Floorplan with the power grid:
(4 px per um) Pins as bars on the die edge.
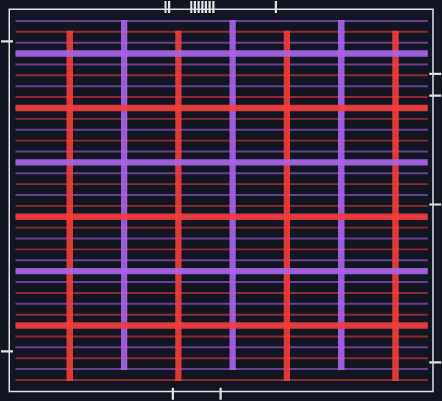
Clock routing:
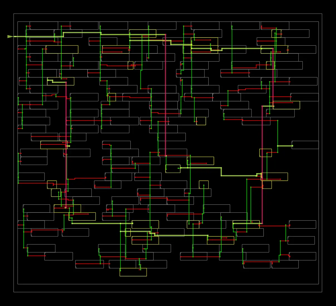
===== src/rtl/pet2001ps2kbd_pkg.sv =====
// PET 2001 PS/2 keyboard: shared codes, matrix size, decoder states
// and the scan-code to PET matrix lookup table.
package pet2001ps2kbd_pkg;

  localparam logic [7:0] PS2_E0  = 8'hE0;
  localparam logic [7:0] PS2_F0  = 8'hF0;
  localparam logic [7:0] PS2_E1  = 8'hE1;
  localparam logic [7:0] PS2_AA  = 8'hAA;
  localparam logic [7:0] PS2_FA  = 8'hFA;
  localparam logic [7:0] PS2_EE  = 8'hEE;
  localparam logic [7:0] PS2_FE  = 8'hFE;
  localparam logic [7:0] PS2_F12 = 8'h07;

  localparam int PET_ROWS = 10;
  localparam int PET_COLS = 8;

  localparam logic [2:0] SKIP_LEN = 3'd7;

  typedef enum logic [2:0] {
    ST_IDLE,
    ST_EXT,
    ST_BRK,
    ST_EXT_BRK,
    ST_SKIP
  } dec_st_e;

  typedef struct packed {
    logic       hit;
    logic [3:0] row;
    logic [2:0] col;
  } key_t;

  function automatic logic is_ignored(input logic [7:0] c);
    return c inside {PS2_AA, PS2_FA, PS2_EE, PS2_FE, 8'h00, 8'hFF};
  endfunction

  function automatic key_t key_lookup(
    input logic       ext,
    input logic [7:0] code
  );
    key_t k;
    unique case ({ext, code})
      9'h01C:  k = {1'b1, 4'd4, 3'd0};
      9'h01B:  k = {1'b1, 4'd5, 3'd0};
      9'h023:  k = {1'b1, 4'd4, 3'd1};
      9'h015:  k = {1'b1, 4'd2, 3'd0};
      9'h01D:  k = {1'b1, 4'd3, 3'd0};
      9'h016:  k = {1'b1, 4'd0, 3'd0};
      9'h05A:  k = {1'b1, 4'd6, 3'd5};
      9'h012:  k = {1'b1, 4'd8, 3'd0};
      9'h059:  k = {1'b1, 4'd8, 3'd5};
      9'h029:  k = {1'b1, 4'd9, 3'd2};
      9'h076:  k = {1'b1, 4'd9, 3'd4};
      9'h066:  k = {1'b1, 4'd1, 3'd6};
      // up and down both land on the single PET cursor-down key
      9'h175:  k = {1'b1, 4'd1, 3'd7};
      9'h172:  k = {1'b1, 4'd1, 3'd7};
      9'h16B:  k = {1'b1, 4'd0, 3'd7};
      9'h174:  k = {1'b1, 4'd0, 3'd7};
      default: k = '0;
    endcase
    return k;
  endfunction

endpackage


===== src/rtl/pet2001ps2kbd_rx.sv =====
// PS/2 frame receiver: pin sync, falling-edge sampling, odd parity
// and framing checks, idle timeout for abandoned frames.
module pet2001ps2kbd_rx #(
  parameter logic [15:0] TIMEOUT = 16'd50000
) (
  input  logic       clk,
  input  logic       reset_n,
  input  logic       ps2_clk,
  input  logic       ps2_data,
  output logic [7:0] rx_byte,
  output logic       byte_valid,
  output logic       frame_err
);

  logic [1:0]  r_clk_s;
  logic [1:0]  r_dat_s;
  logic        r_clk_prev;
  logic [3:0]  r_cnt;
  logic [9:0]  r_sh;
  logic [15:0] r_to;
  logic [7:0]  r_byte;
  logic        r_bv;
  logic        r_err;
  logic        w_fall;
  logic        w_good;

  assign w_fall = r_clk_prev & ~r_clk_s[1];

  // r_sh holds start..parity once ten bits are in; r_dat_s[1] is stop
  assign w_good = ~r_sh[0] & r_dat_s[1] & (^r_sh[9:1]);

  always_ff @(posedge clk or negedge reset_n) begin
    if (!reset_n) begin
      r_clk_s    <= 2'b11;
      r_dat_s    <= 2'b11;
      r_clk_prev <= 1'b1;
      r_cnt      <= '0;
      r_sh       <= '0;
      r_to       <= '0;
      r_byte     <= '0;
      r_bv       <= 1'b0;
      r_err      <= 1'b0;
    end else begin
      r_clk_s    <= {r_clk_s[0], ps2_clk};
      r_dat_s    <= {r_dat_s[0], ps2_data};
      r_clk_prev <= r_clk_s[1];
      r_bv       <= 1'b0;
      r_err      <= 1'b0;
      if (w_fall) begin
        r_to <= '0;
        if (r_cnt == 4'd10) begin
          r_cnt <= '0;
          if (w_good) begin
            r_byte <= r_sh[8:1];
            r_bv   <= 1'b1;
          end else begin
            r_err  <= 1'b1;
          end
        end else begin
          r_sh  <= {r_dat_s[1], r_sh[9:1]};
          r_cnt <= r_cnt + 4'd1;
        end
      end else if (r_cnt != '0) begin
        if (r_to == TIMEOUT) begin
          r_cnt <= '0;
          r_to  <= '0;
        end else begin
          r_to  <= r_to + 16'd1;
        end
      end else begin
        r_to <= '0;
      end
    end
  end

  assign rx_byte    = r_byte;
  assign byte_valid = r_bv;
  assign frame_err  = r_err;

endmodule


===== src/rtl/pet2001ps2kbd.sv =====
// PET 2001 keyboard matrix fed from PS/2: scan-code decoder,
// 10x8 active-low key matrix and PIA1 port B read mux.
module pet2001ps2kbd
  import pet2001ps2kbd_pkg::*;
#(
  parameter logic [15:0] TIMEOUT = 16'd50000
) (
  input  logic       clk,
  input  logic       reset_n,
  input  logic       ps2_clk,
  input  logic       ps2_data,
  input  logic [3:0] keyrow,
  output logic [7:0] keyin,
  output logic       kbd_reset,
  output logic       frame_err
);

  logic [7:0] w_byte;
  logic       w_bv;
  logic       w_ext;
  logic       w_brk;
  key_t       w_key;
  dec_st_e    r_st;
  dec_st_e    w_st_nx;
  logic [2:0] r_skip;
  logic [2:0] w_skip_nx;
  logic       w_clr;
  logic       w_set;
  logic       w_f12;
  logic       r_kbd;

  logic [PET_ROWS-1:0][PET_COLS-1:0] r_mat;

  pet2001ps2kbd_rx #(
    .TIMEOUT(TIMEOUT)
  ) u_rx (
    .clk       (clk),
    .reset_n   (reset_n),
    .ps2_clk   (ps2_clk),
    .ps2_data  (ps2_data),
    .rx_byte   (w_byte),
    .byte_valid(w_bv),
    .frame_err (frame_err)
  );

  assign w_ext = (r_st == ST_EXT) || (r_st == ST_EXT_BRK);
  assign w_brk = (r_st == ST_BRK) || (r_st == ST_EXT_BRK);
  assign w_key = key_lookup(w_ext, w_byte);

  always_ff @(posedge clk or negedge reset_n) begin
    if (!reset_n) begin
      r_st   <= ST_IDLE;
      r_skip <= '0;
    end else begin
      r_st   <= w_st_nx;
      r_skip <= w_skip_nx;
    end
  end

  always_comb begin
    w_st_nx   = r_st;
    w_skip_nx = r_skip;
    w_clr     = 1'b0;
    w_set     = 1'b0;
    w_f12     = 1'b0;
    if (w_bv) begin
      if (r_st == ST_SKIP) begin
        w_skip_nx = r_skip - 3'd1;
        if (r_skip == 3'd1) w_st_nx = ST_IDLE;
      end else if (is_ignored(w_byte)) begin
        w_st_nx = ST_IDLE;
      end else if (w_byte == PS2_E1) begin
        w_st_nx   = ST_SKIP;
        w_skip_nx = SKIP_LEN;
      end else if (r_st == ST_IDLE && w_byte == PS2_E0) begin
        w_st_nx = ST_EXT;
      end else if (r_st == ST_IDLE && w_byte == PS2_F0) begin
        w_st_nx = ST_BRK;
      end else if (r_st == ST_EXT && w_byte == PS2_F0) begin
        w_st_nx = ST_EXT_BRK;
      end else begin
        w_st_nx = ST_IDLE;
        w_clr   = w_key.hit & ~w_brk;
        w_set   = w_key.hit & w_brk;
        w_f12   = ~w_ext & ~w_brk & (w_byte == PS2_F12);
      end
    end
  end

  always_ff @(posedge clk or negedge reset_n) begin
    if (!reset_n) begin
      r_mat <= '1;
      r_kbd <= 1'b0;
    end else begin
      r_kbd <= w_f12;
      if (w_clr) r_mat[w_key.row][w_key.col] <= 1'b0;
      else if (w_set) r_mat[w_key.row][w_key.col] <= 1'b1;
    end
  end

  always_comb begin
    keyin = 8'hFF;
    if (keyrow < 4'(PET_ROWS)) keyin = r_mat[keyrow];
  end

  assign kbd_reset = r_kbd;

endmodule

===== config.mk =====
export PLATFORM = sky130hd
export DESIGN_NAME = pet2001ps2kbd
export DESIGN_NICKNAME = d
export VERILOG_FILES = /design/src/rtl/pet2001ps2kbd_pkg.sv /design/src/rtl/pet2001ps2kbd_rx.sv /design/src/rtl/pet2001ps2kbd.sv
export SDC_FILE = /design/constraint.sdc
export NUM_CORES = 1
export LEC_CHECK = 0
export CORE_ASPECT_RATIO = 0.9
export CORE_UTILIZATION = 65
export DETAILED_ROUTE_END_ITERATION = 12
export PLACE_DENSITY = 0.83
export SYNTH_ARGS = -nofsm -noshare
export SYNTH_HDL_FRONTEND = slang
export SYNTH_SLANG_ARGS = --single-unit

===== constraint.sdc =====
create_clock -name clk -period 3.5 [get_ports clk]
set_input_delay 0.525 -clock clk [delete_from_list [all_inputs] [get_ports clk]]
set_output_delay 0.525 -clock clk [all_outputs]
set_load 0.02 [all_outputs]

==> flow_metrics.tcl <==
# yosys + openroad results
set metrics [dict create \
    status "completed" \
    cts_setup_buffers 0 \
    n_antenna_cell 0 \
    holdPathStages 0 \
    postSynthCellCount 520 \
    ios 18 \
    drv_cap 0 \
    rrSetupSlack_ns 0.75 \
    lay_top_count "dfstp_2" \
    setup_violations 0 \
    power_uw 3880 \
    critical_path_class "input port to output port" \
    area_growth_syn_to_layout_pct 9.99 \
    cp-end-kind "output port" \
    dr_total_vias 3773 \
    timing.hold.ws_ns 0.355 \
    synth_seq_share 0.543 \
    setup_tns_ns 0 \
    skew_ns 0.00824 \
    fp_util 0.678 \
    stdcell_count 609 \
    endpoint "keyin[7]" \
    r2r-start "u_rx.rx_byte[2]$_DFFE_PN0P_" \
    cp.required_ns 2.97 \
    grt.total_usage 0.260 \
    postCtsHoldBufs 1 \
    place_congestion 0.878 \
    yosysWarnings 0 \
    top_area_frac 0.356 \
    wl_um 11700 \
    port_buffers 17 \
    placed_cell_area_um2 6310 \
    clockRootBuffer "clkbuf_8" \
    core.rowCount 33 \
    slowest_delay_ns 0.58 \
    hold_violations 0 \
    clock_tree.buffer_depth 2 \
    crit_path_start_kind "input port" \
    drive_gt1_frac 0.390 \
    coreArea_um2 9250 \
    die_area_um2 10100 \
    worstSetupStartpoint "keyrow[0]" \
    edf_count 0 \
    netlist_area_um2 6270 \
    ys.flops 132 \
    cts.sinks 132 \
    dp_slack_ns 0.259 \
    ys.flop_type "dfstp_2" \
    grt_max_degree 96 \
    first_pass_iters 5 \
    cts_tree "yes" \
    crit_slowest_cell "clkdlybuf4s50_1" \
    synthesis.nets 535 \
    warning_count 30 \
    drtIter0Drc 256 \
    post_cts_resized 0 \
    post_drt_wl_per_cell_um 19.3 \
    h-tree-depth 4 \
    finalCritPeriodShare 0.939 \
    power_density_nw_per_um2 562 \
    yosys_cells 520 \
    ys_area_um2 6270 \
    path_clk_slew_ns 0.06 \
    crit_arrival_ns 2.76 \
    leakage_uw 0.00276 \
    grt_pass1_vias 3926 \
    fmax_mhz 304 \
    path_max_fanout 24 \
    final_area_um2 6900 \
    min_to "u_rx.r_clk_s[1]$_DFF_PN1_" \
    placed_cells 576 \
    die_y_um 95.2 \
    grt_pass1_wl_um 19800 \
    worst_pin_slew_ns 0.593 \
    yosysUniqueCellTypes 69 \
    hold_path.startpoint "u_rx.r_clk_s[0]$_DFF_PN1_" \
    fin_ws_ns 0.215 \
    final_util 0.746 \
    relSlewSlack 0.604 \
    crit_chain "clkdlybuf4s50_1 > buf_12 > mux4_2 > o21ai_0 > o21ai_0 > clkdlybuf4s50_1" \
    post-dp-hpwl_um 7470 \
    rsz0062_at_grt "false" \
    die_x_um 106 \
    vdd_drop_max_mv 0.542 \
    final_cell_mix "dfstp_2, dfrtp_1, mux2_2, o21ai_0, nor2_1" \
    drt_drc_violations_left 0 \
    worst_r2r_path_depth 6 \
    vias_per_cell 6.20 \
    area_leaders "dfstp_2, dfrtp_1, mux2_2" \
    layout.nets 489 \
    avgSynthCellArea_um2 12.1 \
    layout_min_cycle_time_ns 3.28 \
    slew_viol_final 0 \
    synthArstFlopShare 1.00 \
    antenna_found_initial 0 \
    grt-ovfl-total 0 \
    hold_class "register to register" \
    top_area_cell "dfstp_2" \
    ant_nets 0 \
]
About 'floorplan with the power grid':
[red] VSS
[purple] VDD
signal pins: 18
met5 straps: 6
met4 straps: 7
met1 rails: 34

About 'clock routing':
Latency at later pin: 0.54 ns
CLK BUF: 18
flop count: 132
TritonCTS buffer count: 17

==> layout make-up <==
type	count	area, um2
Timing Repair Buffer	22	245
Inverter	7	26.3
Fill cell	551	2350
Clock buffer	18	439
Clock inverter	14	138
Multi-Input combinational cell	294	2490
Sequential cell	132	3410
Tap cell	122	153
==> critical path: cells and delay by family <==
| kind | cells | cell delay (ns) |
|---|---|---|
| multiplexers | 1 | 0.53 |
| AND-OR/OR-AND | 2 | 0.36 |
| buffers and inverters | 3 | 1.32 |
==> Yosys cell counts, drive strengths merged (6+ instances only) <==
| cell type | count |
|---|---|
| dfstp | 85 |
| clkbuf | 76 |
| dfrtp | 47 |
| mux2 | 40 |
| o21ai | 28 |
| nor2 | 27 |
| mux4 | 16 |
| nand2 | 16 |
| nand3 | 14 |
| xor2 | 12 |
| buf | 11 |
| nor4 | 10 |
| nand2b | 9 |
| o22ai | 9 |
| xnor2 | 9 |
| and3 | 8 |
| nor2b | 8 |
| nor3 | 8 |
| ha | 7 |
| inv | 7 |
| nand3b | 6 |
| nand4 | 6 |
| nor3b | 6 |
| nor4b | 6 |
==> report_power, final <==
group | total (uW) | internal, uW | switching [uW]
registers | 1710 | 1610 | 102
logic | 437 | 225 | 212
clock network | 1720 | 1000 | 722
==> routing by layer <==
layer / global-route usage / share of wire / vias to the layer above
li1: - / - / 1724
met1: 0.343 / 0.46 / 1902
met2: 0.416 / 0.48 / 123
met3: 0.0677 / 0.045 / 24
met5: 0 / 0 / -
met4: 0.112 / 0.022 / 0
==> cells by family after synthesis <==
family / share of synthesized area
buffers and inverters: 0.0596
DFF: 0.543
muxes: 0.133
and+or+nand+nor: 0.157
adders and majority gates: 0.0140
AOI/OAI and AO/OA: 0.0600
xor gates and xnor gates: 0.0329
